**src/rtl/ethernet_fmc_core_seq_pkg.sv**
```systemverilog
// Shared opcode, state encoding and default timing constants for the core sequencer.
package ethernet_fmc_core_seq_pkg;

  localparam int unsigned OP_W    = 2;
  localparam int unsigned STATE_W = 3;

  // Host command opcodes
  typedef enum logic [OP_W-1:0] {
    OP_NOP     = 2'd0,
    OP_START   = 2'd1,
    OP_STOP    = 2'd2,
    OP_RESTART = 2'd3
  } op_e;

  // Sequencer states; encodings are visible to software through state_o
  typedef enum logic [STATE_W-1:0] {
    ST_OFF        = 3'd0,
    ST_START_WAIT = 3'd1,
    ST_RUNNING    = 3'd2,
    ST_DRAIN      = 3'd3,
    ST_OFF_HOLD   = 3'd4
  } state_e;

  localparam int unsigned EN_DELAY_DEF   = 16;
  localparam int unsigned STOP_DELAY_DEF = 8;
  localparam int unsigned DRAIN_MAX_DEF  = 1024;
  localparam int unsigned WDOG_W_DEF     = 16;

  // Largest of three delays, used to size the shared sequencing counter
  function automatic int unsigned max3(input int unsigned a, input int unsigned b,
                                       input int unsigned c);
    int unsigned m;
    m = (a > b) ? a : b;
    return (m > c) ? m : c;
  endfunction

endpackage

```
**src/rtl/ethernet_fmc_core_wdog.sv**
```systemverilog
// Watchdog: counts while the core runs, cleared by kicks or RUNNING entry, pulses on timeout.
module ethernet_fmc_core_wdog
  import ethernet_fmc_core_seq_pkg::*;
#(
  parameter int unsigned WDOG_W = WDOG_W_DEF
) (
  input  logic              clk_i,
  input  logic              reset_n_i,
  input  logic              en_i,
  input  logic              clr_i,
  input  logic              kick_i,
  input  logic              suppress_i,
  input  logic [WDOG_W-1:0] limit_i,
  output logic              fired_o
);

  logic [WDOG_W-1:0] cnt_q, cnt_d;
  logic              fired_q, fired_d;
  logic              timeout_c;

  // Timeout compare; a same-cycle kick wins, an accepted STOP/RESTART masks the pulse
  always_comb begin
    timeout_c = en_i && (limit_i != '0) && (cnt_q == (limit_i - WDOG_W'(1))) && !kick_i;
    fired_d   = timeout_c && !suppress_i;
    cnt_d     = cnt_q;
    if (clr_i || kick_i) begin
      cnt_d = '0;
    end else if (en_i && (cnt_q != '1)) begin
      cnt_d = cnt_q + WDOG_W'(1);
    end
  end

  // Counter and registered fire pulse
  always_ff @(posedge clk_i or negedge reset_n_i) begin
    if (!reset_n_i) begin
      cnt_q   <= '0;
      fired_q <= 1'b0;
    end else begin
      cnt_q   <= cnt_d;
      fired_q <= fired_d;
    end
  end

  assign fired_o = fired_q;

endmodule

```
**src/rtl/ethernet_fmc_core_seq.sv**
```systemverilog
// Command-driven power sequencer: enables the core, drains it before gating, enforces hold-off.
module ethernet_fmc_core_seq
  import ethernet_fmc_core_seq_pkg::*;
#(
  parameter int unsigned EN_DELAY   = EN_DELAY_DEF,
  parameter int unsigned STOP_DELAY = STOP_DELAY_DEF,
  parameter int unsigned DRAIN_MAX  = DRAIN_MAX_DEF,
  parameter int unsigned WDOG_W     = WDOG_W_DEF
) (
  input  logic              clk_i,
  input  logic              reset_n_i,
  input  logic              cmd_valid_i,
  input  logic [OP_W-1:0]   cmd_op_i,
  output logic              cmd_ready_o,
  output logic              core_en_o,
  input  logic              core_idle_i,
  input  logic              wdog_kick_i,
  input  logic [WDOG_W-1:0] wdog_limit_i,
  output logic [STATE_W-1:0] state_o,
  output logic              wdog_fired_o,
  output logic              drain_err_o
);

  localparam int unsigned CNT_W = $clog2(max3(EN_DELAY, STOP_DELAY, DRAIN_MAX)) + 1;
  localparam logic [CNT_W-1:0] EN_LAST    = CNT_W'(EN_DELAY - 1);
  localparam logic [CNT_W-1:0] STOP_LAST  = CNT_W'(STOP_DELAY - 1);
  localparam logic [CNT_W-1:0] DRAIN_LAST = CNT_W'(DRAIN_MAX - 1);

  state_e           state_q, state_d;
  logic [CNT_W-1:0] cnt_q, cnt_d;
  logic             restart_q, restart_d;
  logic             drain_err_q, drain_err_d;
  logic             core_en_q, core_en_d;
  logic             cmd_ready_q, cmd_ready_d;

  op_e              op_c;
  logic             cmd_acc_c;
  logic             halt_acc_c;
  logic             wdog_fire;
  logic             wdog_en_c;
  logic             wdog_clr_c;

  assign op_c       = op_e'(cmd_op_i);
  assign cmd_acc_c  = cmd_valid_i && cmd_ready_q;
  assign halt_acc_c = cmd_acc_c && (state_q == ST_RUNNING) &&
                      ((op_c == OP_STOP) || (op_c == OP_RESTART));
  assign wdog_en_c  = (state_q == ST_RUNNING);
  assign wdog_clr_c = (state_d == ST_RUNNING) && (state_q != ST_RUNNING);

  // Next-state, counter, restart flag and decoded outputs
  always_comb begin
    state_d     = state_q;
    cnt_d       = (cnt_q == '1) ? cnt_q : cnt_q + CNT_W'(1);
    restart_d   = restart_q;
    drain_err_d = drain_err_q;
    if (cmd_acc_c) begin
      drain_err_d = 1'b0;
    end
    unique case (state_q)
      ST_OFF: begin
        if (cmd_acc_c && ((op_c == OP_START) || (op_c == OP_RESTART))) begin
          state_d = ST_START_WAIT;
          cnt_d   = '0;
        end
      end
      ST_START_WAIT: begin
        if (cnt_q == EN_LAST) begin
          state_d = ST_RUNNING;
          cnt_d   = '0;
        end
      end
      ST_RUNNING: begin
        if (halt_acc_c) begin
          state_d   = ST_DRAIN;
          cnt_d     = '0;
          restart_d = (op_c == OP_RESTART);
        end else if (wdog_fire) begin
          state_d   = ST_DRAIN;
          cnt_d     = '0;
          restart_d = 1'b1;
        end
      end
      ST_DRAIN: begin
        if (core_idle_i) begin
          state_d = ST_OFF_HOLD;
          cnt_d   = '0;
        end else if (cnt_q == DRAIN_LAST) begin
          state_d     = ST_OFF_HOLD;
          cnt_d       = '0;
          drain_err_d = 1'b1;
        end
      end
      ST_OFF_HOLD: begin
        if (cnt_q == STOP_LAST) begin
          state_d   = restart_q ? ST_START_WAIT : ST_OFF;
          cnt_d     = '0;
          restart_d = 1'b0;
        end
      end
      default: begin
        state_d   = ST_OFF;
        cnt_d     = '0;
        restart_d = 1'b0;
      end
    endcase
    core_en_d   = (state_d == ST_START_WAIT) || (state_d == ST_RUNNING) || (state_d == ST_DRAIN);
    cmd_ready_d = (state_d == ST_OFF) || (state_d == ST_RUNNING);
  end

  // Sequencer registers; async reset drops the enable without draining
  always_ff @(posedge clk_i or negedge reset_n_i) begin
    if (!reset_n_i) begin
      state_q     <= ST_OFF;
      cnt_q       <= '0;
      restart_q   <= 1'b0;
      drain_err_q <= 1'b0;
      core_en_q   <= 1'b0;
      cmd_ready_q <= 1'b1;
    end else begin
      state_q     <= state_d;
      cnt_q       <= cnt_d;
      restart_q   <= restart_d;
      drain_err_q <= drain_err_d;
      core_en_q   <= core_en_d;
      cmd_ready_q <= cmd_ready_d;
    end
  end

  ethernet_fmc_core_wdog #(
    .WDOG_W (WDOG_W)
  ) u_wdog (
    .clk_i      (clk_i),
    .reset_n_i  (reset_n_i),
    .en_i       (wdog_en_c),
    .clr_i      (wdog_clr_c),
    .kick_i     (wdog_kick_i),
    .suppress_i (halt_acc_c),
    .limit_i    (wdog_limit_i),
    .fired_o    (wdog_fire)
  );

  assign state_o      = state_q;
  assign core_en_o    = core_en_q;
  assign cmd_ready_o  = cmd_ready_q;
  assign drain_err_o  = drain_err_q;
  assign wdog_fired_o = wdog_fire;

endmodule
```
**config.mk**
```make
export PLATFORM = sky130hd
export DESIGN_NAME = ethernet_fmc_core_seq
export DESIGN_NICKNAME = d
export VERILOG_FILES = /design/src/rtl/ethernet_fmc_core_seq_pkg.sv /design/src/rtl/ethernet_fmc_core_wdog.sv /design/src/rtl/ethernet_fmc_core_seq.sv
export SDC_FILE = /design/constraint.sdc
export NUM_CORES = 1
export LEC_CHECK = 0
export CAP_MARGIN = 20
export CORE_MARGIN = 3
export CORE_UTILIZATION = 36
export DETAILED_ROUTE_END_ITERATION = 10
export PLACE_DENSITY_LB_ADDON = 0.3
export SLEW_MARGIN = 5
export SYNTH_ARGS = -nofsm -noshare
export SYNTH_HDL_FRONTEND = slang
export SYNTH_SLANG_ARGS = --single-unit
```
**constraint.sdc**
```tcl
create_clock -name clk_i -period 2.1 [get_ports clk_i]
set_input_delay 0.21 -clock clk_i [delete_from_list [all_inputs] [get_ports clk_i]]
set_output_delay 0.21 -clock clk_i [all_outputs]
set_load 0.05 [all_outputs]
```
### Placement view, run 1

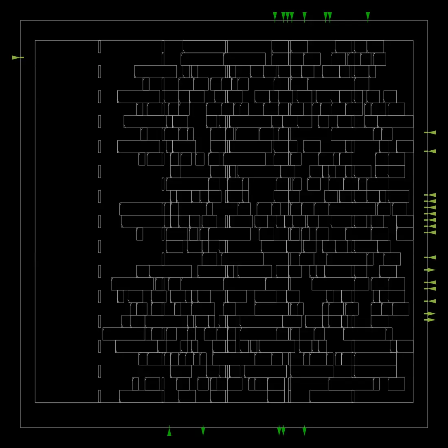
cell row count: 29
tap cells: 77
Non-Filler Instances: 430
registers: 35

### Signal wires by layer, run 1

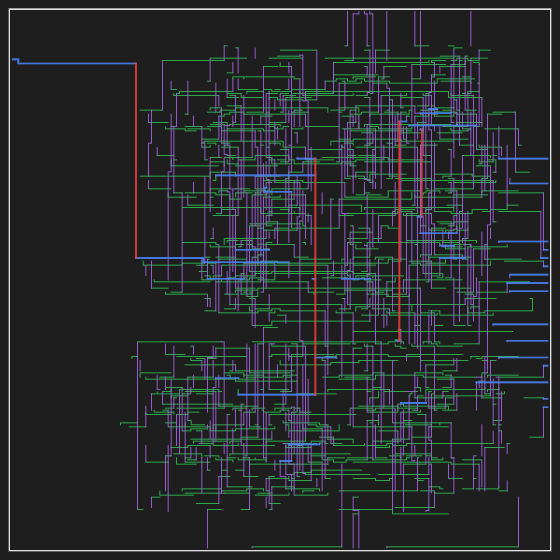
[met2] purple | wire length: 2860 microns
[met4] red | wire length: 121 microns
[met3] blue | wire length: 231 microns
[met1] green | wire length: 3070 microns
WL/cell: 14.6 microns
GRT Util Overall: 16.3%
via count: 2355
Post-Route WL: 6280 microns

==> flow_summary.toml, run 1 <==
# implementation run metrics
[outcome]
outcome = "complete, no violations"

[synth]
numSynthFlops = 35
aoi_share_pct = 14.0
yosys_area_sq_um = 2460
synthCells = 281
ff_type = "dfrtp_1"
simple_gate_area_share_pct = 29.2

[sta]
hold_viol_final = 0
skew_ps = 4.81
max_slew_margin_pct = 66.0
slew_viol_final = 0
hold_ws_ps = 339

[route]
drtAntennaViolNets = 0
viasPerCell = 5.48
drt_iter0_markers = 125
drtPass1Iterations = 4

[flow_run]
cap_violations = 0

[placement]
gp_congestion = 0.869
dpl_cell_area_sq_um = 3160
dpl.hpwl_microns = 4590

[cts]
cts_root_buf = "clkbuf_8"
clkTransAtPathRegs_ps = 70
h-tree-depth = 2
clock_latency_ps = 280

[setup_path]
endpoint_kind = "output pin"
crit_path_top_delay_cell = "clkdlybuf4s50_1"
crit_start = "state_o[1]"
crit_cells = 1
slowest_delay_ps = 900
required_ps = 1890
r2r-start = "cnt_q[3]"
r2r_cells = 6
cp_top_family = "buffers and inverters"
setup.worst_path.start_class = "register"
crit_fanout = 13

[global_route]
grt_pass1_vias = 2180

[final_layout]
nFillCells = 562
lay_top_cells = "44 x buf_4, 34 x nor2_1, 34 x dfrtp_1, 27 x clkdlybuf4s50_1"
seq-cell-share_pct = 26.2
area_growth_pct = 35.8
final_layout_top_logic_cell = "buf_4"

[power_and_ir_drop]
powerDensity_nw_per_um2 = 596
p_total_uw = 1990

[die]
die_y_microns = 88.7
die_w_microns = 88.7
core_sq_um = 6490
### M1 wires, run 1

Supply wires on this layer in gray.
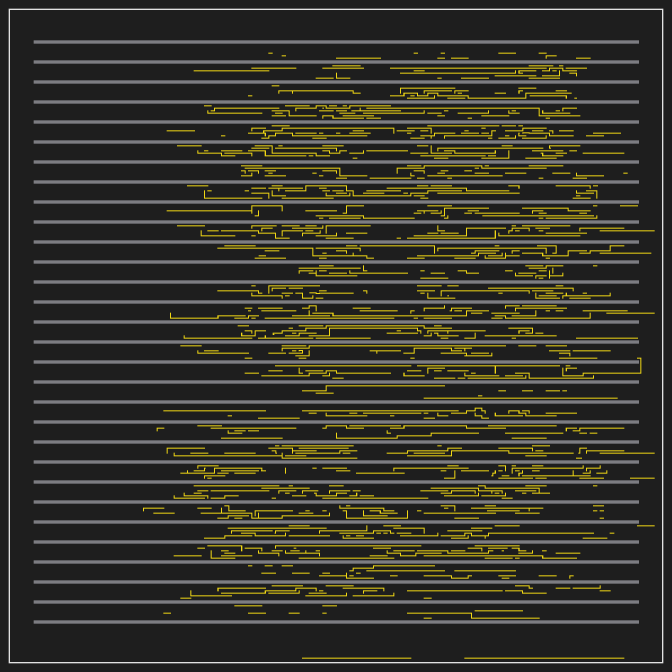
main direction: horizontal
share of all routed wire: 49%
GR Layer Usage met1: 22.3%

run 1: Yosys cell counts, types with 2 or more instances:
library cell	count	area (sq um)
nand2b_1	3	18.8
o21a_1	2	15.0
o21ai_0	2	10.0
a21o_1	2	15.0
a21oi_1	15	75.1
and3_1	10	62.6
xor2_1	19	166
xnor2_1	23	201
or3_1	2	12.5
and4b_1	2	20.0
buf_2	4	20.0
o2bb2ai_1	2	17.5
nor4_1	5	31.3
and4_1	3	26.3
dfrtp_1	34	851
nor2_1	34	128
nand3_1	13	65.1
clkbuf_1	7	26.3
nand4_1	15	93.8
a31oi_1	5	31.3
a211oi_1	3	22.5
nand4b_1	2	17.5
nor3_1	8	40.0
inv_1	10	37.5
mux2i_1	2	20.0
nand2_1	23	86.3
ha_1	4	50.1
o2111ai_1	2	17.5
or4_1	2	15.0
run 1: sequential cells by signal, summed over array words and instances (netlist names):
register,cells
cmd_ready_o,1
drain_err_o,1
u_wdog.cnt_q,16
state_o,3
core_en_o,1
restart_q,1
cnt_q,11
u_wdog.fired_o,1
run 1: worst paths after layout:
kind | endpoint | slack [ps]
max | state_o[1] | 90
min | u_wdog.cnt_q[10] | 340
max reg2reg | cnt_q[7] | 110
min reg2reg | drain_err_o | 480
max in group asynchronous | cmd_ready_o | 1410
min in group clk_i | drain_err_o | 480
run 1: where the power goes:
part           internal, uW  switching, uW
Combinational           317            382
Sequential              747           76.0
Clock                   233            235
Total                  1300            693
run 1: layer usage:
layer | vias up | global-route usage (%) | routed length [microns]
li1 | 1173 | - | -
met2 | 54 | 25.4 | 2860
met4 | 0 | 5.91 | 121
met5 | - | 0 | 0
met3 | 11 | 3.45 | 231
met1 | 1117 | 22.3 | 3070
### Signal metal coverage by tile, run 1

The die is cut into 18 by 18 equal tiles; black is low, pale yellow is high, scaled to the fullest tile. Values are wire area over tile area, all layers added.
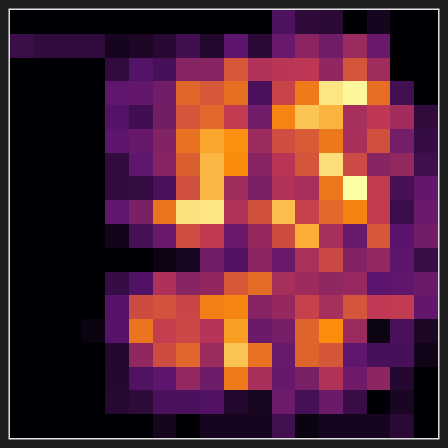

==> inputs of run 2 (changes only) <==
--- a/config.mk
+++ b/config.mk
@@ -9,6 +9,7 @@
 export CORE_MARGIN = 3
 export CORE_UTILIZATION = 36
 export DETAILED_ROUTE_END_ITERATION = 10
+export GPL_TIMING_DRIVEN = 0
 export PLACE_DENSITY_LB_ADDON = 0.3
 export SLEW_MARGIN = 5
 export SYNTH_ARGS = -nofsm -noshare
### Signal metal coverage by tile, run 2

The die is cut into 18 by 18 equal tiles; black is low, pale yellow is high, scaled to the fullest tile. Values are wire area over tile area, all layers added.
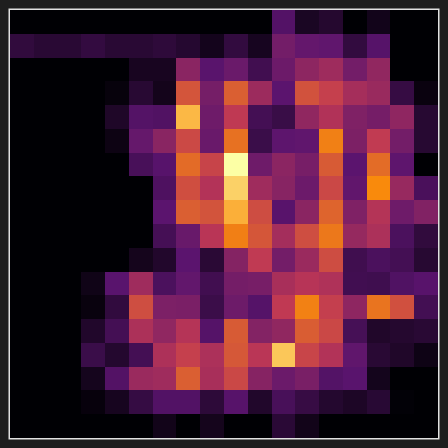
nearly empty tiles: 32%
tiles over half the peak: 14%
emptiest ninth of the die: west
fullest tile: 0.54
densest ninth of the die: center
GRT Util Overall: 16.7%
via count: 2245

==> run 2 against run 1 <==
Effect of this change: the run now ends with negative hold slack left; synthesized area unchanged; sequential power shrank 0.5%; clock-buffer cell count shrank 1; core utilization decreased by 4.3 points; global-route usage grew 0.36 points; routed wire length is 4.4% lower; combinational power fell by 13%; register-to-register slack is essentially flat; clock skew up 11 ps; critical path type is now register to register; largest power group unchanged.
==> flow_summary.toml, run 2 <==
# implementation run metrics
[route]
drc_errors = 0
viasPerCell = 5.65
drtAntennaViolNets = 0
drt_iter0_markers = 196
drtPass1Iterations = 4
wl_per_cell_microns = 15.1

[outcome]
violations = "negative hold slack"
outcome = "complete, but fails checks"

[sta]
setup-violations-final = 0
fin_ws_ps = 96.2
hold_ws_ps = -2.43
fin_setup_tns_ps = 0
slew_viol_final = 0
hold_viol_final = 2
period_used_pct = 95.4
max_slew_margin_pct = 46.8
skew_ps = 15.7
worst_pin_slew_ps = 798

[synth]
avgSynthCellArea_sq_um = 8.76
ys_cells = 281
ff_type = "dfrtp_1"
ys_types = 52
topCellsByArea = "dfrtp_1 35%, xnor2_1 8.2%, xor2_1 6.8%"
synth_area_sq_um = 2460
async_flop_share_pct = 100
synthCells = 281
syn-num-nets = 308
yosys_warnings = 0
yosys_area_sq_um = 2460
ys_top_cells_by_count = "34 x dfrtp_1, 34 x nor2_1, 23 x nand2_1, 23 x xnor2_1, 19 x xor2_1"
numSynthFlops = 35
yosysTopAreaCellShare_pct = 34.6
synth_top_cell_by_area = "dfrtp_1"

[setup_path]
endpoint_kind = "register"
crit_type = "register to register"
crit_fanout = 6
required_ps = 2290
setup.worst_path.start_class = "register"
cp.arrival_ps = 2200
crit_path_top_delay_cell = "a2111oi_1"
slowest_delay_ps = 540
cp_cell_sequence = "xor2_1 > nor3_1 > a2111oi_1 > o2111ai_1 > a2111oi_4"

[power_and_ir_drop]
switching_power_uw = 705
p_leak_uw = 0.00125
clockPowerShare_pct = 27.1
p_total_uw = 1950
combPwrFrac_pct = 31.0
swShare_pct = 36.1
p_comb_uw = 605
power_leader = "registers"
internal_power_uw = 1250
powerClk_uw = 530
powerDensity_nw_per_um2 = 638
p_seq_uw = 819
irDropWorstVdd_mv = 0.276
pwr-share-seq_pct = 41.9

[placement]
dp_slack_ps = -719
portBuffers = 27
gp_congestion = 0.853
dpl.hpwl_microns = 4250

[cts]
holdBufCountCts = 0
cts_root_buf = "clkbuf_8"
numCtsBuffers = 5
post_cts_buffers = 2
clock_latency_ps = 300
postCtsResizedCells = 21
clkTransAtPathRegs_ps = 80
h-tree-depth = 2
cts_sinks = 35

[final_layout]
top_register = "u_wdog.cnt_q"
nFillCells = 635
num_antenna_cells = 0
fin_util_pct = 47.2
drive_gt1_share_pct = 13.1
largest_reg_flops = 16
fin_nets = 346
area_growth_pct = 24.5
lay_top_cells = "34 x nor2_1, 34 x dfrtp_1, 23 x nand2_1, 23 x xnor2_1, 21 x clkdlybuf4s50_1"

[global_route]
grt_start_max_net_pins = 36
grt_pass1_vias = 2158

[die]
fp_util_pct = 37.9
ioPinCount = 30
die_y_microns = 88.7
core_sq_um = 6490
rows = 29
die_w_microns = 88.7

[flow_run]
cap_violations = 0

[worst_hold_path]
hold_path.class = "input port to asynchronous set/reset pin"
### M1 wires, run 2

Supply wires on this layer in gray.
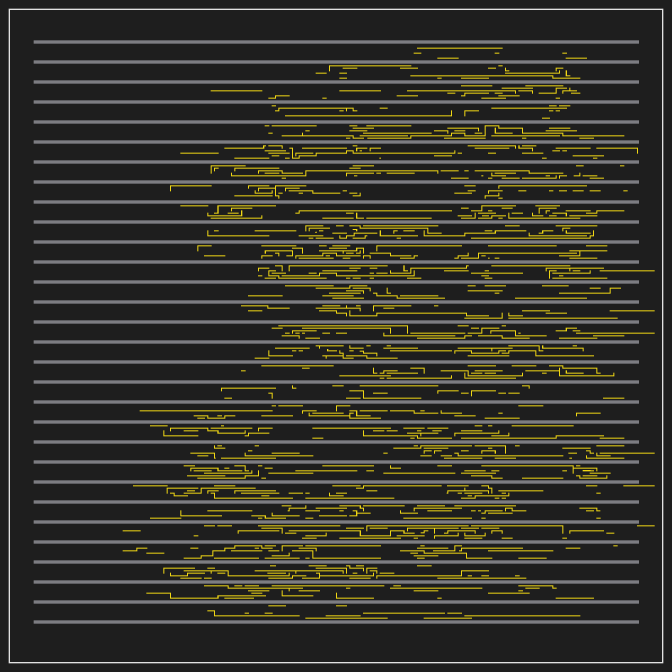
main direction: horizontal
share of all routed wire: 47%
wire length on this layer: 2820 microns
nets with wire on the layer: 309
Post-Route WL: 6000 microns
GR Layer Usage met1: 22.1%

==> run 2: critical path: cells and delay by family (launching register included) <==
family	cells	cell delay, ps
and+or+nand+nor	1	80
DFF	1	490
xor gates and xnor gates	1	270
AOI/OAI and AO/OA	3	1050
==> run 2: path summary, 6_finish.rpt <==
path,slack [ps],startpoint,end,depth (start not counted)
max,100,u_wdog.cnt_q[4],u_wdog.fired_o,5
min,-2,reset_n_i,u_wdog.cnt_q[3],1
max reg2reg,100,u_wdog.cnt_q[4],u_wdog.fired_o,5
min reg2reg,460,drain_err_o,drain_err_o,2
max in group asynchronous,1600,reset_n_i,u_wdog.cnt_q[12],1
min in group clk_i,400,wdog_limit_i[6],u_wdog.fired_o,4
==> run 2: metrics by stage <==
stage / std cells / instance area, sq um
final: 397 / 3060
after global routing: 397 / 3060
after CTS: 395 / 3020
after detailed placement: 385 / 2820
after global placement: 385 / 2830
after floorplan: 281 / 2460
==> run 2: cell type report <==
type	instances	area [sq um]	area share [%]
well taps	77	96.3	3.14
plain buffers	10	47.5	1.55
repair buffers	32	289	9.43
clock buffers	6	82.6	2.69
clock inverters	2	16.3	0.531
multi-input cells	225	1620	52.8
flip-flops and latches	35	877	28.6
inverters	10	37.5	1.22
==> run 2: kinds of logic after synthesis <==
logic type	after synthesis	synth area share, %
AND/OR/NAND/NOR	131	29.2
AND-OR/OR-AND	46	14.0
XOR/XNOR	42	14.9
flip-flops	35	35.6
buffers and inverters	21	3.41
adder cells (fa/ha/maj)	4	2.03
multiplexers	2	0.813
==> run 2: layer usage <==
metal  track usage (%)  vias to the layer above  part of all wire [%]  routed length [microns]
met5                 0                        -                     0                        0
met1              22.1                     1092                    47                     2820
met2              27.3                       45                    48                     2900
met3              3.35                        4                   3.7                      219
met4              4.95                        0                   1.0                       61
li1                  -                     1104                     -                        -
### Cell classes on the final placement, run 2

The bar under the picture is 20 microns long. Fill, decap, tap and diode cells in gray.
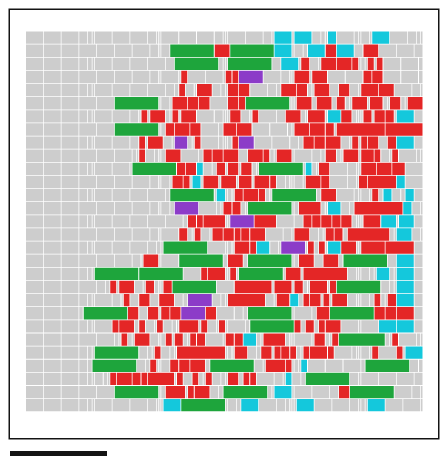

==> inputs of run 3 (changes only) <==
--- a/config.mk
+++ b/config.mk
@@ -6,7 +6,9 @@
 export NUM_CORES = 1
 export LEC_CHECK = 0
 export CAP_MARGIN = 20
-export CORE_MARGIN = 3
+export CELL_PAD_IN_SITES_DETAIL_PLACEMENT = 0
+export CELL_PAD_IN_SITES_GLOBAL_PLACEMENT = 1
+export CORE_MARGIN = 2
 export CORE_UTILIZATION = 36
 export DETAILED_ROUTE_END_ITERATION = 10
 export GPL_TIMING_DRIVEN = 0
### Cell classes on the final placement, run 3

The bar under the picture is 20 microns long. Fill, decap, tap and diode cells in gray.
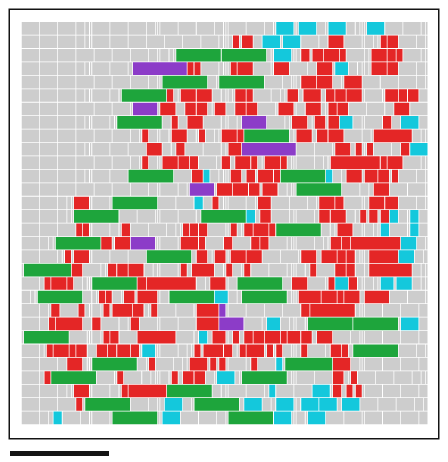
[flip-flops] green | cells: 35 | share of their area: 29%
[other buffers and delay cells] cyan | cells: 43 | share of their area: 11%
[clock drivers and dummy loads] purple | cells: 8 | share of their area: 4.4%
[all other logic] red | cells: 235 | share of their area: 55%
Core Region: 6720 sq um
Seq area share: 28.4%

### Signal wires by layer, run 3

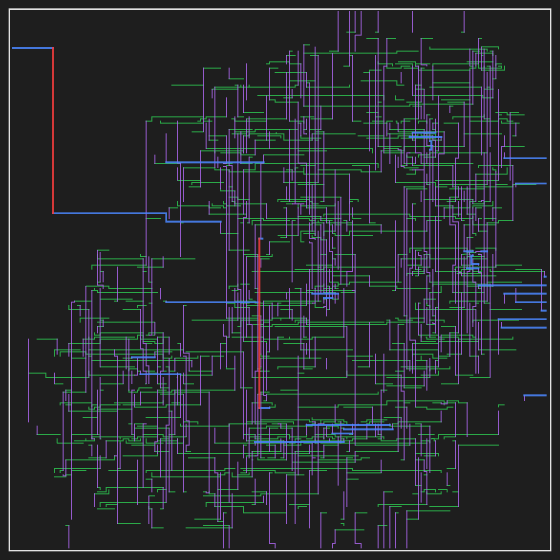
[met4] red | wire length: 53.7 microns
[met3] blue | wire length: 192 microns
[met2] purple | wire length: 2980 microns
[met1] green | wire length: 2770 microns
via count: 2234
GRT Util Overall: 16.9%

==> run 3 against run 2 <==
Effect of this change: the flow still finishes with violations (negative hold slack); register-to-register slack about the same; first-iteration DRC count decreased by 27%; combinational power increased by 0.8%; design area increased by 1.1%; total power increased by 9.8%; clock skew decreased by 4.0 ps; routed wire length decreased by 0.12%; sequential share of layout area decreased by 0.26 points; critical path depth increased by 2; sequential power decreased by 0.9%; die area decreased by 4.5%; synthesized area unchanged; critical path type is now input port to register; largest cell class unchanged.
==> flow_summary.toml, run 3 <==
# implementation run metrics
[power_and_ir_drop]
irDropWorstVdd_mv = 0.363
powerDensity_nw_per_um2 = 693
swShare_pct = 32.0
combPwrFrac_pct = 28.4
p_leak_uw = 0.00126
pwr-share-seq_pct = 37.9
powerClk_uw = 722
p_total_uw = 2140
p_seq_uw = 812
switching_power_uw = 686

[sta]
fin_setup_tns_ps = 0
period_used_pct = 95.8
worst_pin_slew_ps = 785
slew_viol_final = 0
hold_viol_final = 9
max_slew_margin_pct = 47.7
skew_ps = 11.7
hold_ws_ps = -4.56

[setup_path]
crit_type = "input port to register"
r2r-start = "cnt_q[5]"
ff2ff_setup_slack_ps = 90
r2r_cells = 6
crit_cells = 7
cp_top_family = "simple AND/OR/NAND/NOR gates"
endpoint_kind = "register"
reg2reg_to = "cnt_q[8]"
crit_start = "wdog_limit_i[2]"
crit_path_top_delay_cell = "or4b_4"
cp_cell_sequence = "dlygate4sd2_1 > or4b_4 > buf_4 > xnor2_1 > nor4_1 > nand2_1 > a2111oi_4"

[synth]
ys_cells = 281
syn-num-nets = 308
synth_area_sq_um = 2460
yosysTopAreaCellShare_pct = 34.6
ys_top_cells_by_count = "34 x dfrtp_1, 34 x nor2_1, 23 x nand2_1, 23 x xnor2_1, 19 x xor2_1"
numSynthFlops = 35
ff_type = "dfrtp_1"
ys_types = 52
yosys_warnings = 0

[flow_run]
cap_violations = 0

[route]
drc_errors = 0
drtAntennaViolNets = 0
wl_per_cell_microns = 14.9

[placement]
dpl_cell_area_sq_um = 2830
gp_congestion = 0.823
portBuffers = 27
dpl.hpwl_microns = 4370
dpl.cell_count = 388

[cts]
h-tree-depth = 2
cts_root_buf = "clkbuf_8"
clock_latency_ps = 290
cts_sinks = 35

[die]
fp_util_pct = 36.6
ioPinCount = 30
die_w_microns = 86.7

[final_layout]
final_layout_top_logic_cell = "nor2_1"
drive_gt1_share_pct = 12.8
num_antenna_cells = 0
fin_cells = 401
nFillCells = 671
fin_nets = 347

[outcome]
violations = "negative hold slack"
outcome = "complete, but fails checks"

[global_route]
grt_start_max_net_pins = 36
-- run 3: cell counts after synthesis --
No cell type changed its count.
-- run 3: kinds of logic after synthesis --
kind of cell / synth area share, %
fa+ha+maj: 2.03
simple gates: 29.2
flops: 35.6
xor+xnor: 14.9
mux: 0.813
buf+inv: 3.41
compound gates: 14.0
-- run 3: area by class of cell --
| class | instances | area share, % |
|---|---|---|
| clock buffer | 6 | 2.34 |
| buffer | 10 | 1.54 |
| multi-input combinational | 225 | 51.8 |
| timing repair buffer | 33 | 9.58 |
| sequential | 35 | 28.4 |
| inverter | 10 | 1.21 |
| tap | 80 | 3.23 |
| clock inverter | 2 | 1.94 |
-- run 3: timing repair --
| action | CTS | global route |
|---|---|---|
| resized | 21 | 13 |
| pin swaps | 3 | 4 |
| buffers inserted | 2 | 4 |
| endpoints found under the setup margin | 22 | 23 |
-- run 3: metrics by stage --
| step | utilization [%] | worst slack [ps] |
|---|---|---|
| floorplan | - | 77.0 |
| global placement | 42.1 | -736 |
| detailed placement | 42.1 | -740 |
| CTS | 45.5 | 13.1 |
| global route | 46.1 | -4.30 |
| finish | 46.1 | 87.3 |
-- run 3: metal layers --
layer	track usage, %	up-vias	share of wire (%)
met5	0	-	0
met4	4.26	0	0.88
met3	3.24	5	3.2
met2	27.5	49	50
met1	23.1	1082	46
li1	-	1098	-
-- run 3: worst min path at each step --
stage,from,endpoint,slack [ps]
after detailed placement,reset_n_i,cnt_q[2],350
after CTS,reset_n_i,cnt_q[3],30
final,reset_n_i,cnt_q[0],-5
after floorplan,reset_n_i,cnt_q[0],-90
after global placement,drain_err_o,drain_err_o,450
after global routing,reset_n_i,cnt_q[0],80
Power and IR drop assume default switching activity.
